<file path="config.mk">
export PLATFORM = sky130hd
export DESIGN_NAME = uart_rx
export DESIGN_NICKNAME = d
export VERILOG_FILES = /design/src/rtl/uart_rx.sv
export SDC_FILE = /design/constraint.sdc
export NUM_CORES = 1
export LEC_CHECK = 0
export CORE_MARGIN = 1
export CORE_UTILIZATION = 57
export CTS_CLUSTER_DIAMETER = 150
export DETAILED_ROUTE_END_ITERATION = 7
export GPL_TIMING_DRIVEN = 0
export MAX_ROUTING_LAYER = met4
export PLACE_DENSITY_LB_ADDON = 0.15
export SETUP_SLACK_MARGIN = 0.2
export SLEW_MARGIN = 20
export SYNTH_ARGS = -nofsm -noshare
export SYNTH_HDL_FRONTEND = slang
export SYNTH_SLANG_ARGS = --single-unit
</file>
<file path="constraint.sdc">
create_clock -name sclk -period 2.45 [get_ports sclk]
set_input_delay 0.49 -clock sclk [delete_from_list [all_inputs] [get_ports sclk]]
set_output_delay 0.49 -clock sclk [all_outputs]
set_load 0.02 [all_outputs]
</file>
<file path="src/rtl/uart_rx.sv">
// uart_rx: 8N1 serial receiver. The line is synchronized, a falling edge in
// IDLE starts a frame, the start bit is re-checked at mid-bit, then eight
// data bits (LSB first) and the stop bit are sampled at bit centres.
module uart_rx #(
    parameter int CLK_FREQ  = 50000000,
    parameter int BAUD_RATE = 9600
) (
    input  logic       sclk,
    input  logic       reset,
    input  logic       RS232_rx,
    output logic [7:0] rx_data,
    output logic       rx_done,
    output logic       frame_err,
    output logic       rx_busy
);

    localparam int BIT_CNT  = CLK_FREQ / BAUD_RATE;
    localparam int HALF_CNT = BIT_CNT / 2;
    localparam int CNT_W    = $clog2(BIT_CNT);

    localparam logic [CNT_W-1:0] BIT_LAST  = CNT_W'(BIT_CNT - 1);
    localparam logic [CNT_W-1:0] HALF_LAST = CNT_W'(HALF_CNT - 1);

    typedef enum logic [1:0] {IDLE, START, DATA, STOP} state_t;

    state_t           state, state_next;
    logic [CNT_W-1:0] baud_cnt;
    logic [2:0]       bit_idx;
    logic [7:0]       shift_reg;

    logic             sync1, sync2, sync_d;
    logic [1:0]       sync_vld;
    logic             armed;

    logic             start_edge;
    logic             cnt_clr;
    logic             bit_take;
    logic             done_set;
    logic             ferr_set;

    // Synchronizer, edge-detect delay flop, and the arming flag.
    // NOTE: sequential state uses non-blocking (<=) so every flop samples the
    // pre-edge value of its source; blocking here would collapse the chain.
    always_ff @(posedge sclk or negedge reset) begin
        if (!reset) begin
            sync1    <= 1'b1;
            sync2    <= 1'b1;
            sync_d   <= 1'b1;
            sync_vld <= 2'b00;
            armed    <= 1'b0;
        end else begin
            sync1    <= RS232_rx;
            sync2    <= sync1;
            sync_d   <= sync2;
            sync_vld <= {sync_vld[0], 1'b1};
            // The reset value of 1 in the chain is not a real observation of
            // the line; only arm once a genuine high has reached sync2, so a
            // line held low across reset release never looks like a start.
            if (sync_vld[1] && sync2)
                armed <= 1'b1;
        end
    end

    assign start_edge = armed && !sync2 && sync_d && (state == IDLE);
    assign rx_busy    = (state != IDLE);

    // FSM state register.
    always_ff @(posedge sclk or negedge reset) begin
        if (!reset)
            state <= IDLE;
        else
            state <= state_next;
    end

    // Next-state decode and per-cycle datapath strobes.
    // NOTE: every output gets a default before the case so no path leaves a
    // signal unassigned, which would otherwise infer a latch.
    always_comb begin
        state_next = state;
        cnt_clr    = 1'b0;
        bit_take   = 1'b0;
        done_set   = 1'b0;
        ferr_set   = 1'b0;
        case (state)
            IDLE: begin
                if (start_edge) begin
                    state_next = START;
                    cnt_clr    = 1'b1;
                end
            end
            START: begin
                if (baud_cnt == HALF_LAST) begin
                    cnt_clr    = 1'b1;
                    // Line back high at mid start bit: treat as a glitch.
                    state_next = sync2 ? IDLE : DATA;
                end
            end
            DATA: begin
                if (baud_cnt == BIT_LAST) begin
                    cnt_clr  = 1'b1;
                    bit_take = 1'b1;
                    if (bit_idx == 3'd7)
                        state_next = STOP;
                end
            end
            STOP: begin
                // Leave at mid stop bit so a directly following start bit is
                // still caught by the edge detector.
                if (baud_cnt == BIT_LAST) begin
                    cnt_clr    = 1'b1;
                    state_next = IDLE;
                    done_set   = sync2;
                    ferr_set   = !sync2;
                end
            end
            default: state_next = IDLE;
        endcase
    end

    // Baud counter, bit index, shift register and registered outputs.
    always_ff @(posedge sclk or negedge reset) begin
        if (!reset) begin
            baud_cnt  <= '0;
            bit_idx   <= 3'd0;
            shift_reg <= 8'h00;
            rx_data   <= 8'h00;
            rx_done   <= 1'b0;
            frame_err <= 1'b0;
        end else begin
            if (cnt_clr || state == IDLE)
                baud_cnt <= '0;
            else
                baud_cnt <= baud_cnt + 1'b1;

            if (state == IDLE)
                bit_idx <= 3'd0;
            else if (bit_take)
                bit_idx <= bit_idx + 3'd1;   // 7 -> 0 on the last data bit

            if (bit_take)
                shift_reg[bit_idx] <= sync2;

            if (done_set)
                rx_data <= shift_reg;

            rx_done   <= done_set;
            frame_err <= ferr_set;
        end
    end

endmodule

</file>
==> run_summary.xml, run 1 <==
<?xml version="1.0" encoding="UTF-8"?>
<metrics>
  <group name="run_status">
    <metric name="status" unit="">finished clean</metric>
  </group>
  <group name="synth">
    <metric name="synth-simple-area-share" unit="">0.2185</metric>
    <metric name="top_area_cell" unit="">dfrtp_1</metric>
    <metric name="post_synth_edffs" unit="">0</metric>
    <metric name="synth_compound_gate_area_share" unit="">0.04422</metric>
    <metric name="syn_avg_cell_area" unit="um2">12.07</metric>
    <metric name="synthesis.instances" unit="">157</metric>
    <metric name="synth.mux.area_fraction" unit="">0.09505</metric>
    <metric name="synthFlopType" unit="">dfrtp_1</metric>
    <metric name="ys_sh_xor" unit="">0.04620</metric>
    <metric name="post-synth-top-area-fraction" unit="">0.5149</metric>
    <metric name="synth_seq_share" unit="">0.5564</metric>
    <metric name="synth_stat.cells" unit="">157</metric>
    <metric name="yosysChipArea" unit="mm2">0.001896</metric>
    <metric name="synthDistinctLibCells" unit="">39</metric>
    <metric name="fraction_of_the_mapped_netlist_area_in_adder_cells" unit="">0.01980</metric>
    <metric name="synth.logic.top_family" unit="">simple AND/OR/NAND/NOR gates</metric>
    <metric name="numSynthFlops" unit="">42</metric>
    <metric name="async_reset_ff_frac" unit="">1.000</metric>
    <metric name="syn_nets" unit="">163</metric>
    <metric name="syn-cell-area" unit="mm2">0.001896</metric>
  </group>
  <group name="route">
    <metric name="vias" unit="">1258</metric>
    <metric name="first_pass_iteration_count_of_the_detailed_router" unit="">4</metric>
    <metric name="routedWlPerCell" unit="um">15.23</metric>
    <metric name="drt_wl_total" unit="mm">3.412</metric>
    <metric name="first_iter_violations" unit="">47</metric>
    <metric name="viasPerCell" unit="">5.616</metric>
    <metric name="detail_route.drc_violations" unit="">0</metric>
  </group>
  <group name="placement">
    <metric name="dp_hpwl" unit="mm">2.411</metric>
    <metric name="detailed_place.area" unit="mm2">0.002096</metric>
    <metric name="buffer_ports.inserted" unit="">13</metric>
    <metric name="dpl_worst_slack" unit="ns">0.3974</metric>
    <metric name="place_inst" unit="">215</metric>
    <metric name="gp_congestion" unit="">0.8531</metric>
  </group>
  <group name="setup_path">
    <metric name="slowest_delay" unit="ns">0.42</metric>
    <metric name="reg2reg_from" unit="">baud_cnt[0]</metric>
    <metric name="worst_ep_required" unit="ns">1.96</metric>
    <metric name="cp_max_delay_cell" unit="">dfrtp_1</metric>
    <metric name="worstReg2RegEnd" unit="">rx_data[2]</metric>
    <metric name="timing.critical_path.to" unit="">rx_busy</metric>
    <metric name="path_max_fanout" unit="">10</metric>
    <metric name="criticalPathCategory" unit="">flop to output port</metric>
    <metric name="rrSetupSlack" unit="ns">0.42</metric>
    <metric name="r2r_cells" unit="">5</metric>
    <metric name="cp_cell_sequence" unit="">clkbuf_1 &gt; or2_2 &gt; dlygate4sd2_1</metric>
    <metric name="critPathCaptureType" unit="">output port</metric>
    <metric name="timing.critical_path.arrival" unit="ns">1.64</metric>
    <metric name="crit_path_start_kind" unit="">flop</metric>
  </group>
  <group name="finish">
    <metric name="largest_reg_flops" unit="">13</metric>
    <metric name="post_route_cells_drive_above_1_share" unit="">0.2111</metric>
    <metric name="layout_top_cells_excl_fill_tap" unit="">dfrtp_1 (39), mux2_2 (16), nor2_1 (14)</metric>
    <metric name="area_growth" unit="%">16.90</metric>
    <metric name="nets" unit="">185</metric>
    <metric name="lay_top_count" unit="">dfrtp_1</metric>
    <metric name="final_instance_area" unit="mm2">0.002216</metric>
    <metric name="antenna_cells_inserted" unit="">0</metric>
  </group>
  <group name="final_timing">
    <metric name="timing.final.ws_setup" unit="ns">0.3152</metric>
    <metric name="period_used_share" unit="">0.8714</metric>
    <metric name="finalCriticalPeriod" unit="ns">2.135</metric>
    <metric name="clock_skew" unit="ns">0.002316</metric>
    <metric name="grt_setup_unrepaired" unit="">false</metric>
    <metric name="fmaxAchievable" unit="GHz">0.4684</metric>
    <metric name="setup_viol_count_final" unit="">0</metric>
    <metric name="finalMaxSlewViolations" unit="">0</metric>
    <metric name="number_of_hold_violations_in_the_final_report" unit="">0</metric>
  </group>
  <group name="hold_path">
    <metric name="min_path_type" unit="">flop to flop</metric>
  </group>
  <group name="clock_network">
    <metric name="cts_max_path_buffers" unit="">2</metric>
    <metric name="tritoncts_num_sinks" unit="">42</metric>
    <metric name="cts-buffers-inserted" unit="">5</metric>
    <metric name="ctsHtreeMaxLevel" unit="">2</metric>
    <metric name="clk_pin_slew_worst_paths" unit="ns">0.12</metric>
    <metric name="tritoncts" unit="">yes</metric>
    <metric name="post_cts_buffers" unit="">0</metric>
    <metric name="clk_root_buffer_cell" unit="">clkbuf_4</metric>
  </group>
  <group name="grt">
    <metric name="global_route_wire_length_before_repair" unit="mm">5.671</metric>
    <metric name="grt_util_all_layers" unit="">0.2302</metric>
    <metric name="grt_antenna_before_repair" unit="">0</metric>
    <metric name="grt_pass1_vias" unit="">1200</metric>
    <metric name="maximum_number_of_pins_on_one_net_before_global_route_repair" unit="">31</metric>
  </group>
  <group name="floorplanning">
    <metric name="rows" unit="">20</metric>
    <metric name="design.die.area" unit="mm2">0.003560</metric>
    <metric name="fp.coreArea" unit="mm2">0.003103</metric>
    <metric name="chipHeight" unit="um">59.67</metric>
    <metric name="fp_util" unit="">0.6109</metric>
  </group>
  <group name="flow_run">
    <metric name="drv_cap" unit="">0</metric>
    <metric name="openroad.warnings" unit="">26</metric>
  </group>
  <group name="power">
    <metric name="vdd_drop_max" unit="uV">742.0</metric>
    <metric name="p_leak" unit="nW">0.9869</metric>
    <metric name="powerDensity" unit="mW/mm2">702.0</metric>
  </group>
</metrics>
[run 1: metal layers]
| layer | global-route usage | wire [um] | vias up |
|---|---|---|---|
| met4 | 0.07973 | 46 | 0 |
| met5 | - | 0 | - |
| met2 | 0.3238 | 1564 | 22 |
| li1 | - | - | 601 |
| met3 | 0.06494 | 114 | 6 |
| met1 | 0.3208 | 1687 | 629 |
[run 1: synthesized netlist by cell type (6+ instances only)]
master and n:
nor2_1 14, xnor2_1 7, nand2_1 9, nand3_1 7
nor2b_1 6, dfrtp_1 39, mux2_2 16, nand4_1 7
[run 1: worst max-delay path: cells and delay by family, from the launching register on]
| kind | cells | cell delay (ns) |
|---|---|---|
| DFF | 1 | 0.42 |
| and+or+nand+nor | 1 | 0.33 |
| buffers and inverters | 2 | 0.54 |
[run 1: report_power, final]
group	switching [mW]	internal (mW)
Combinational	0.111	0.0887
Clock	0.232	0.319
Sequential	0.0625	0.742
Total	0.406	1.15
[run 1: cell families after synthesis]
family,after synthesis
xor+xnor,10
mux,16
buf+inv,6
fa+ha+maj,3
simple gates,68
other cells,1
flops,42
compound gates,11
[run 1: metrics by stage]
stage            util  setup TNS [ns]  hold slack (ns)  total power, mW
6_report       0.7141               0           0.3616            1.556
5_1_grt        0.7141               0           0.3692            1.623
4_1_cts        0.7125               0           0.3637            1.559
3_5_place_dp   0.6754               0           0.3347            1.013
3_3_place_gp   0.6706          -1.898           0.3377           0.9970
2_1_floorplan       -               0           0.1944           0.9392
[run 1: worst min path at each step]
| stage | from | end | cells after the start |
|---|---|---|---|
| after floorplan | reset | async pin | 0 |
| after global placement | sync_vld[0] | sync_vld[1] | 0 |
| after detailed placement | sync_vld[0] | sync_vld[1] | 0 |
| after CTS | sync_vld[0] | sync_vld[1] | 0 |
| after global routing | sync1 | sync2 | 0 |
| final | sync_vld[0] | sync_vld[1] | 0 |
[run 1: final cells by class]
class	count	area, um2
Clock inverter	3	68.82
Buffer	5	30.03
Multi-Input combinational cell	109	812.0
Sequential cell	42	1055
Timing Repair Buffer	15	153.9
Inverter	1	3.754
Tap cell	44	55.05
Clock buffer	5	37.54
Fill cell	246	887.1
[run 1: repair_timing]
item / CTS / global route
resized: 1 / 1
setup endpoints to repair: 1 / 1
hold endpoints to repair: 12 / 0
cloned: 0 / 0
hold buffers: 1 / 0
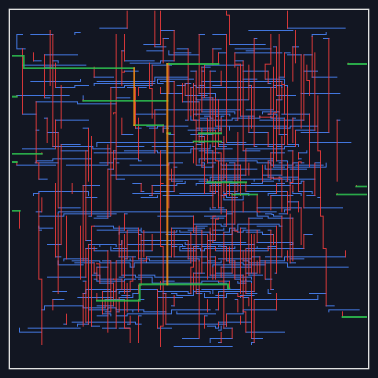
run_1/wires.png
Scale: 6 px per um.
metal 1: shown in blue, wire length 1690 um. metal 4: shown in orange, wire length 46.2 um. metal 2: shown in red, wire length 1560 um. metal 3: shown in green, wire length 115 um.

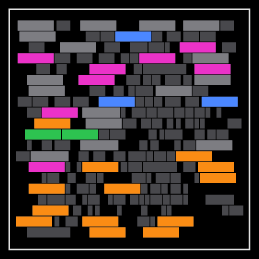
run_1/flops_by_reg.png
Scale: 4 px per um. Other sequential cells in the stronger grey, the rest of the logic in the fainter grey.
bit_idx: shown in blue, placed flops 3. shift_reg: shown in magenta, placed flops 8. sync_vld: shown in green, placed flops 2. baud_cnt: shown in orange, placed flops 13.
Another 16 sequential cells are not coloured.

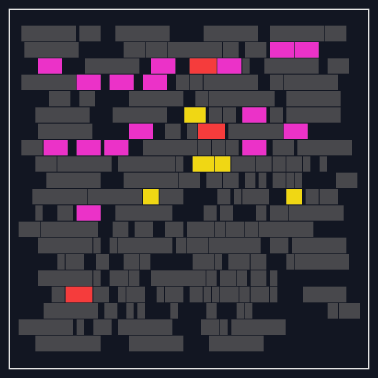
run_1/logic_types.png
Scale: 6 px per um.
multiplexers: shown in magenta, cells 16. AND-OR and OR-AND gates: shown in yellow, cells 5, where centre. adder and majority cells: shown in red, cells 3.

run_1/io_fan.png
Scale: 8 px per um.
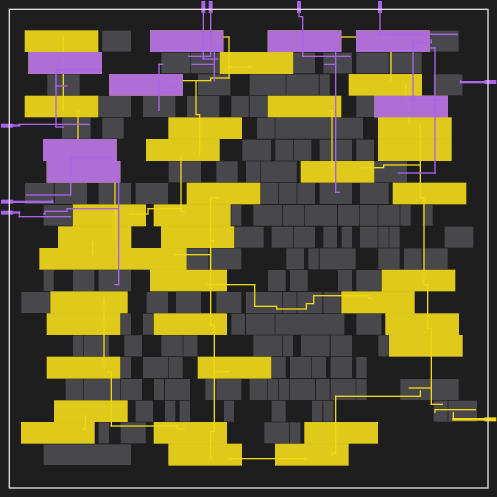

## Run 2: what changed since run 1
Settings changed: CELL_PAD_IN_SITES_DETAIL_PLACEMENT set to 1, CELL_PAD_IN_SITES_GLOBAL_PLACEMENT set to 1, CORE_UTILIZATION 57 to 46.
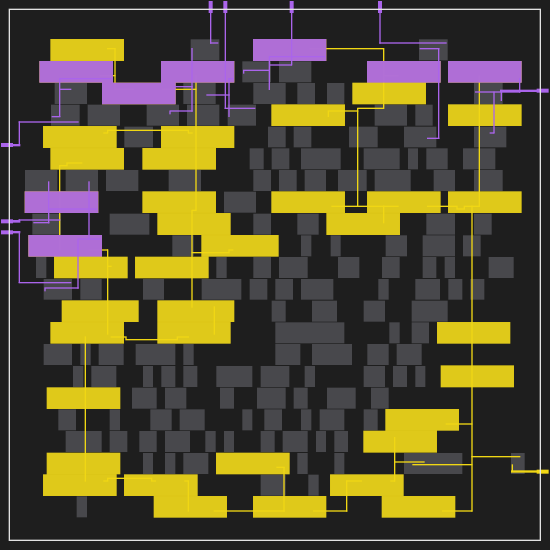
run_2/io_fan.png
Scale: 8 px per um.
reset: shown in yellow, bits 1, direction input, edge east, end cells 42, buffers 2, wire 300 um. rx_data: shown in purple, bits 8, direction output, edge 4 north, 3 west, 1 east, end cells 8, buffers 8, wire 188 um.

==> run 2 against run 1 <==
  * Combinational power about the same
  * Critical path type unchanged
  * Hold slack worse by 0.26 ns
  * Clock skew grew 0.0047 ns
==> run_summary.xml, run 2 <==
<?xml version="1.0" encoding="UTF-8"?>
<metrics>
  <group name="run_status">
    <metric name="status" unit="">finished clean</metric>
  </group>
  <group name="floorplanning">
    <metric name="rows" unit="">22</metric>
    <metric name="fp.coreArea" unit="mm2">0.003799</metric>
    <metric name="fp_util" unit="">0.4990</metric>
    <metric name="design.die.area" unit="mm2">0.004382</metric>
  </group>
  <group name="power">
    <metric name="p_leak" unit="nW">0.9742</metric>
    <metric name="powerDensity" unit="mW/mm2">659.3</metric>
    <metric name="vdd_drop_max" unit="uV">411.3</metric>
    <metric name="total_power_of_the_final_layout" unit="mW">1.450</metric>
  </group>
  <group name="setup_path">
    <metric name="critPathCaptureType" unit="">output port</metric>
    <metric name="crit_path_start_kind" unit="">flop</metric>
    <metric name="path_max_fanout" unit="">10</metric>
    <metric name="worst_ep_required" unit="ns">1.96</metric>
    <metric name="criticalPathCategory" unit="">flop to output port</metric>
    <metric name="rrSetupSlack" unit="ns">0.47</metric>
  </group>
  <group name="synth">
    <metric name="synthDistinctLibCells" unit="">39</metric>
    <metric name="synth_stat.cells" unit="">157</metric>
    <metric name="post-synth-top-area-fraction" unit="">0.5149</metric>
    <metric name="syn-cell-area" unit="mm2">0.001896</metric>
    <metric name="synthFlopType" unit="">dfrtp_1</metric>
    <metric name="synthesis.instances" unit="">157</metric>
    <metric name="post_synth_edffs" unit="">0</metric>
    <metric name="top_area_cell" unit="">dfrtp_1</metric>
    <metric name="syn_nets" unit="">163</metric>
    <metric name="numSynthFlops" unit="">42</metric>
    <metric name="syn_avg_cell_area" unit="um2">12.07</metric>
    <metric name="async_reset_ff_frac" unit="">1.000</metric>
    <metric name="yosysChipArea" unit="mm2">0.001896</metric>
  </group>
  <group name="clock_network">
    <metric name="cts_max_path_buffers" unit="">2</metric>
    <metric name="tritoncts" unit="">yes</metric>
    <metric name="clk_root_buffer_cell" unit="">clkbuf_8</metric>
    <metric name="cts.hold.buffers_added" unit="">0</metric>
    <metric name="ctsHtreeMaxLevel" unit="">2</metric>
    <metric name="cts-buffers-inserted" unit="">5</metric>
    <metric name="tritoncts_num_sinks" unit="">42</metric>
    <metric name="clk_pin_slew_worst_paths" unit="ns">0.08</metric>
  </group>
  <group name="grt">
    <metric name="grt.overflow.total" unit="">0</metric>
    <metric name="grt_pass1_vias" unit="">1331</metric>
    <metric name="maximum_number_of_pins_on_one_net_before_global_route_repair" unit="">29</metric>
    <metric name="grt_util_all_layers" unit="">0.2084</metric>
    <metric name="grt_antenna_before_repair" unit="">0</metric>
    <metric name="global_route_wire_length_before_repair" unit="mm">6.561</metric>
  </group>
  <group name="placement">
    <metric name="dp_hpwl" unit="mm">2.684</metric>
    <metric name="gp_congestion" unit="">0.7920</metric>
    <metric name="buffer_ports.inserted" unit="">13</metric>
  </group>
  <group name="finish">
    <metric name="layout_top_cells_excl_fill_tap" unit="">dfrtp_1 (39), mux2_2 (16), nor2_1 (14)</metric>
    <metric name="post_route_cells_drive_above_1_share" unit="">0.2235</metric>
    <metric name="lay_top_count" unit="">dfrtp_1</metric>
    <metric name="nets" unit="">184</metric>
    <metric name="area_growth" unit="%">16.04</metric>
    <metric name="antenna_cells_inserted" unit="">0</metric>
    <metric name="final.fill_count" unit="">406</metric>
    <metric name="largest_reg_flops" unit="">13</metric>
  </group>
  <group name="route">
    <metric name="viasPerCell" unit="">5.590</metric>
    <metric name="detail_route.drc_violations" unit="">0</metric>
    <metric name="first_pass_iteration_count_of_the_detailed_router" unit="">4</metric>
    <metric name="first_iter_violations" unit="">88</metric>
    <metric name="drt_wl_total" unit="mm">3.640</metric>
    <metric name="routedWlPerCell" unit="um">16.04</metric>
    <metric name="vias" unit="">1269</metric>
  </group>
  <group name="final_timing">
    <metric name="number_of_hold_violations_in_the_final_report" unit="">0</metric>
    <metric name="grt_setup_unrepaired" unit="">false</metric>
    <metric name="clock_skew" unit="ns">0.007059</metric>
    <metric name="setup-tns-final" unit="ns">0</metric>
    <metric name="setup_viol_count_final" unit="">0</metric>
    <metric name="finalCriticalPeriod" unit="ns">2.026</metric>
    <metric name="fmaxAchievable" unit="GHz">0.4936</metric>
  </group>
  <group name="flow_run">
    <metric name="openroad.warnings" unit="">26</metric>
    <metric name="drv_cap" unit="">0</metric>
  </group>
  <group name="hold_path">
    <metric name="min_path_type" unit="">primary input to async pin</metric>
  </group>
</metrics>
==> run 2: cell counts after synthesis <==
Identical to the previous run, type by type.
==> run 2: kinds of logic after synthesis <==
| group | count (synthesis) | share of synthesized area |
|---|---|---|
| compound gates | 11 | 0.04423 |
| xor+xnor | 10 | 0.04621 |
| fa+ha+maj | 3 | 0.01980 |
| buf+inv | 6 | 0.01782 |
| flops | 42 | 0.5564 |
| mux | 16 | 0.09505 |
| other cells | 1 | 0.001978 |
| simple gates | 68 | 0.2185 |
==> run 2: layer usage <==
metal | vias up | global-route usage | share of wire
met2 | 20 | 0.2959 | 0.46
met4 | 0 | 0.05585 | 0.012
li1 | 600 | - | -
met5 | - | - | 0
met3 | 6 | 0.05172 | 0.040
met1 | 643 | 0.2975 | 0.49
==> run 2: critical path, cell delays in order (launching register included) <==
cell           delay (ns)
dfrtp_1              0.44
clkbuf_2             0.20
or2_2                0.29
dlygate4sd2_1        0.32
==> run 2: power by group <==
part	switching, mW	total [mW]	internal, mW
registers	0.0613	0.803	0.742
logic	0.109	0.198	0.0886
clock network	0.246	0.450	0.203
==> run 2: path summary, 6_finish.rpt <==
path,start,end,depth (start not counted)
worst max-delay path,state[0],rx_busy,3
worst min-delay path,reset,frame_err,1
worst max register to register,baud_cnt[0],rx_data[6],5
worst min register to register,sync_vld[0],sync_vld[1],0
max in group asynchronous,reset,sync2,2
min in group sclk,sync_vld[0],sync_vld[1],0
==> run 2: area by class of cell <==
class                   count  area [um2]  share of cell area
flip-flops and latches     42        1055              0.4795
multi-input cells         109       812.0              0.3692
well taps                  48       60.06             0.02730
clock buffers               5       68.82             0.03129
inverters                   1       3.754            0.001706
repair buffers             14       143.9             0.06542
plain buffers               5       32.53             0.01479
clock inverters             3       23.77             0.01081
==> run 2: stage by stage <==
step	setup WS [ns]	instance area (um2)	hold slack [ns]	utilization	instances
after floorplan	0.7299	1896	0.1944	-	157
after CTS	0.3384	2195	0.1061	0.5777	227
after detailed placement	0.3548	2101	0.3363	0.5530	219
after global routing	0.3319	2200	0.1228	0.5791	227
final	0.4241	2200	0.09840	0.5791	227
after global placement	-0.1191	2086	0.3387	0.5491	218
==> run 2: what timing repair did <==
item / CTS / global route
buffers inserted: 0 / 0
endpoints found under the setup margin: 1 / 1
resized: 3 / 1
run_2/flops_by_reg.png
Scale: 4 px per um. Other sequential cells in the stronger grey, the rest of the logic in the fainter grey.
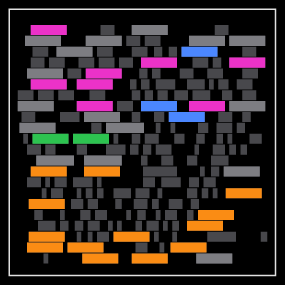

## Run 3: what changed since run 2
Settings changed: CORE_UTILIZATION 46 to 42.
Clock period 2.45 ns to 1.7 ns, I/O delays scaled along.
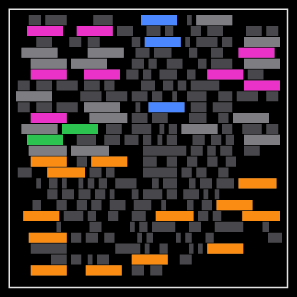
run_3/flops_by_reg.png
Scale: 4 px per um. Other sequential cells in the stronger grey, the rest of the logic in the fainter grey.
shift_reg: shown in magenta, placed flops 8. baud_cnt: shown in orange, placed flops 13. sync_vld: shown in green, placed flops 2. bit_idx: shown in blue, placed flops 3.

==> run 3 against run 2 <==
  * The run now ends with negative setup slack left
  * Count of clock-buffer cells in the layout grew 2
  * Cell area increased by 18%
  * Total power rose by 77%
==> run_summary.xml, run 3 <==
<?xml version="1.0" encoding="UTF-8"?>
<metrics>
  <group name="run_status">
    <metric name="status" unit="">finished, violations left</metric>
    <metric name="failed_checks" unit="">negative setup slack</metric>
  </group>
  <group name="finish">
    <metric name="largest_reg_flops" unit="">13</metric>
    <metric name="post_route_cells_drive_above_1_share" unit="">0.4363</metric>
    <metric name="lay_top_count" unit="">dfrtp_1</metric>
    <metric name="area_growth" unit="%">36.50</metric>
    <metric name="layout_top_cells_excl_fill_tap" unit="">dfrtp_1 (34), buf_4 (20), dlygate4sd2_1 (10)</metric>
    <metric name="final.fill_count" unit="">434</metric>
  </group>
  <group name="flow_run">
    <metric name="drv_cap" unit="">0</metric>
    <metric name="openroad.warnings" unit="">29</metric>
  </group>
  <group name="synth">
    <metric name="top_area_cell" unit="">dfrtp_1</metric>
    <metric name="post_synth_edffs" unit="">0</metric>
    <metric name="yosysChipArea" unit="mm2">0.001896</metric>
    <metric name="synthTopCellsByCount" unit="">dfrtp_1 (39), mux2_2 (16), nor2_1 (14)</metric>
    <metric name="synthesis.instances" unit="">157</metric>
    <metric name="synthFlopType" unit="">dfrtp_1</metric>
  </group>
  <group name="placement">
    <metric name="gp_congestion" unit="">0.7634</metric>
    <metric name="dpl_worst_slack" unit="ns">-0.1402</metric>
    <metric name="place_inst" unit="">223</metric>
    <metric name="dp_hpwl" unit="mm">2.617</metric>
    <metric name="buffer_ports.inserted" unit="">13</metric>
  </group>
  <group name="setup_path">
    <metric name="slowest_delay" unit="ns">0.47</metric>
    <metric name="crit_path_start" unit="">baud_cnt[8]</metric>
    <metric name="crit_path_start_kind" unit="">flop</metric>
    <metric name="worst_ep_required" unit="ns">1.88</metric>
    <metric name="criticalPathCategory" unit="">flop to flop</metric>
    <metric name="r2r_cells" unit="">5</metric>
    <metric name="cp_cell_sequence" unit="">and4bb_2 &gt; nand3_2 &gt; nor2_4 &gt; buf_12 &gt; mux2_2</metric>
    <metric name="timing.critical_path.arrival" unit="ns">1.95</metric>
  </group>
  <group name="final_timing">
    <metric name="setup-tns-final" unit="ns">-0.6628</metric>
    <metric name="fmaxAchievable" unit="GHz">0.5647</metric>
    <metric name="period_used_share" unit="">1.042</metric>
    <metric name="finalCriticalPeriod" unit="ns">1.771</metric>
    <metric name="finalMaxSlewViolations" unit="">0</metric>
    <metric name="clock_skew" unit="ns">0.01077</metric>
    <metric name="grt_setup_unrepaired" unit="">true</metric>
    <metric name="setup_viol_count_final" unit="">14</metric>
    <metric name="timing.final.ws_setup" unit="ns">-0.07090</metric>
  </group>
  <group name="clock_network">
    <metric name="clk_root_buffer_cell" unit="">clkbuf_8</metric>
    <metric name="tritoncts_num_sinks" unit="">42</metric>
    <metric name="cts-buffers-inserted" unit="">5</metric>
    <metric name="cts_max_path_buffers" unit="">2</metric>
  </group>
  <group name="hold_path">
    <metric name="holdPathStages" unit="">0</metric>
  </group>
  <group name="power">
    <metric name="powerDensity" unit="mW/mm2">994.1</metric>
    <metric name="p_leak" unit="nW">1.184</metric>
  </group>
  <group name="route">
    <metric name="viasPerCell" unit="">5.629</metric>
    <metric name="detail_route.drc_violations" unit="">0</metric>
    <metric name="first_pass_iteration_count_of_the_detailed_router" unit="">4</metric>
    <metric name="drt_wl_total" unit="mm">4.689</metric>
    <metric name="met3_length" unit="um">113</metric>
    <metric name="route.top_layer_used" unit="">met4</metric>
    <metric name="routedWlPerCell" unit="um">18.32</metric>
    <metric name="met2_routed_wl" unit="mm">2.326</metric>
    <metric name="first_iter_violations" unit="">50</metric>
  </group>
  <group name="floorplanning">
    <metric name="fp_util" unit="">0.4353</metric>
    <metric name="chipHeight" unit="um">69.18</metric>
  </group>
  <group name="grt">
    <metric name="grt_antenna_before_repair" unit="">0</metric>
    <metric name="global_route_wire_length_before_repair" unit="mm">7.935</metric>
    <metric name="grt_pass1_vias" unit="">1559</metric>
  </group>
</metrics>
==> run 3: path summary, 6_finish.rpt <==
| path | slack [ns] | to |
|---|---|---|
| setup reg to reg | -0.07 | rx_data[2] |
| max in group asynchronous | 0.66 | sync_d |
| min in group asynchronous | 0.49 | baud_cnt[12] |
| hold reg to reg | 0.35 | sync_vld[1] |
| hold / removal | 0.35 | sync_vld[1] |
| setup / recovery | -0.07 | rx_data[2] |
==> run 3: layout make-up <==
class / count / area (um2) / share of cell area
clock inverters: 1 / 30.03 / 0.01161
well taps: 52 / 65.06 / 0.02515
multi-input cells: 109 / 939.7 / 0.3632
inverters: 1 / 3.754 / 0.001451
plain buffers: 5 / 53.80 / 0.02079
repair buffers: 39 / 347.8 / 0.1344
clock buffers: 7 / 86.33 / 0.03337
flip-flops and latches: 42 / 1061 / 0.4101
==> run 3: what timing repair did <==
action,4_1_cts,5_1_grt
endpoints found under the hold margin,14,0
setup buffers,18,5
gates cloned,1,0
hold buffers,1,0
gates resized,48,6
endpoints found under the setup margin,46,36
pin swaps,20,13
==> run 3: metal layers <==
layer | GRT usage | up-vias
met2 | 0.3387 | 26
met4 | 0.07256 | 0
met3 | 0.04797 | 4
li1 | - | 652
met1 | 0.2943 | 759
met5 | - | -
==> run 3: where the power goes <==
group	switching [mW]	internal [mW]	leakage (nW)
logic	0.252	0.328	0.577
clock network	0.349	0.479	0.0585
registers	0.0928	1.07	0.548
==> run 3: stage by stage <==
stage / area (um2) / hold WS, ns / utilization
finish: 2587 / 0.3520 / 0.5943
global route: 2587 / 0.3676 / 0.5943
global placement: 2137 / 0.3365 / 0.4908
CTS: 2527 / 0.3557 / 0.5805
floorplan: 1942 / 0.04441 / -
detailed placement: 2152 / 0.2856 / 0.4943
==> run 3: cell families (layout without fill, tap and decap cells) <==
| logic type | count (synthesis) | count (layout) | share of synthesized area |
|---|---|---|---|
| adders and majority gates | 3 | 3 | 0.01980 |
| other | 1 | 1 | 0.001978 |
| muxes | 16 | 16 | 0.09505 |
| buffers and inverters | 6 | 53 | 0.01782 |
| xor gates and xnor gates | 10 | 10 | 0.04621 |
| DFF | 42 | 42 | 0.5564 |
| and+or+nand+nor | 68 | 68 | 0.2185 |
| AOI/OAI and AO/OA | 11 | 11 | 0.04423 |
==> run 3: worst max-delay path, delay by kind of cell (launching register included) <==
kind                   cells  cell delay (ns)
AND/OR/NAND/NOR            3             0.71
flip-flops                 1             0.47
multiplexers               1             0.33
buffers and inverters      1             0.14

==> gallery <==
Clock wiring as the flow saved it.
picture 1
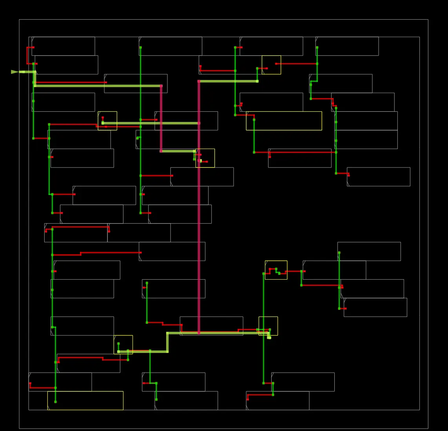
picture 2
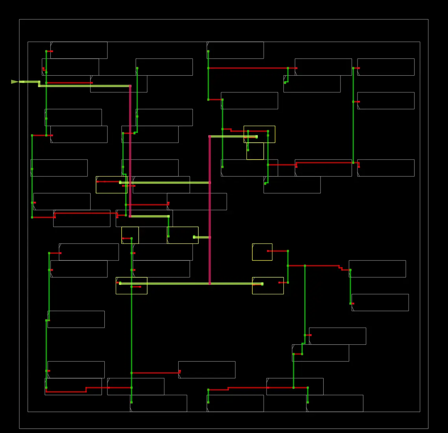
picture 3
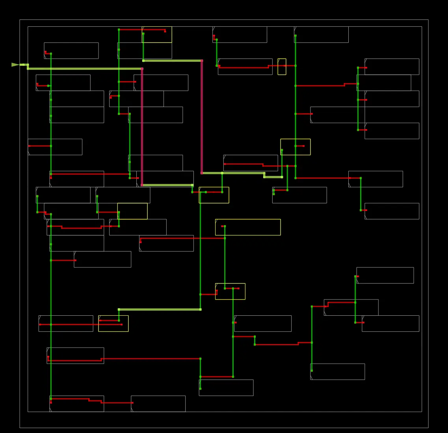
Picture 2 is run 2.
Picture 1 is run 1.
Picture 3 is run 3.

Power figures rest on the tool's default switching activity, not on a simulated workload.
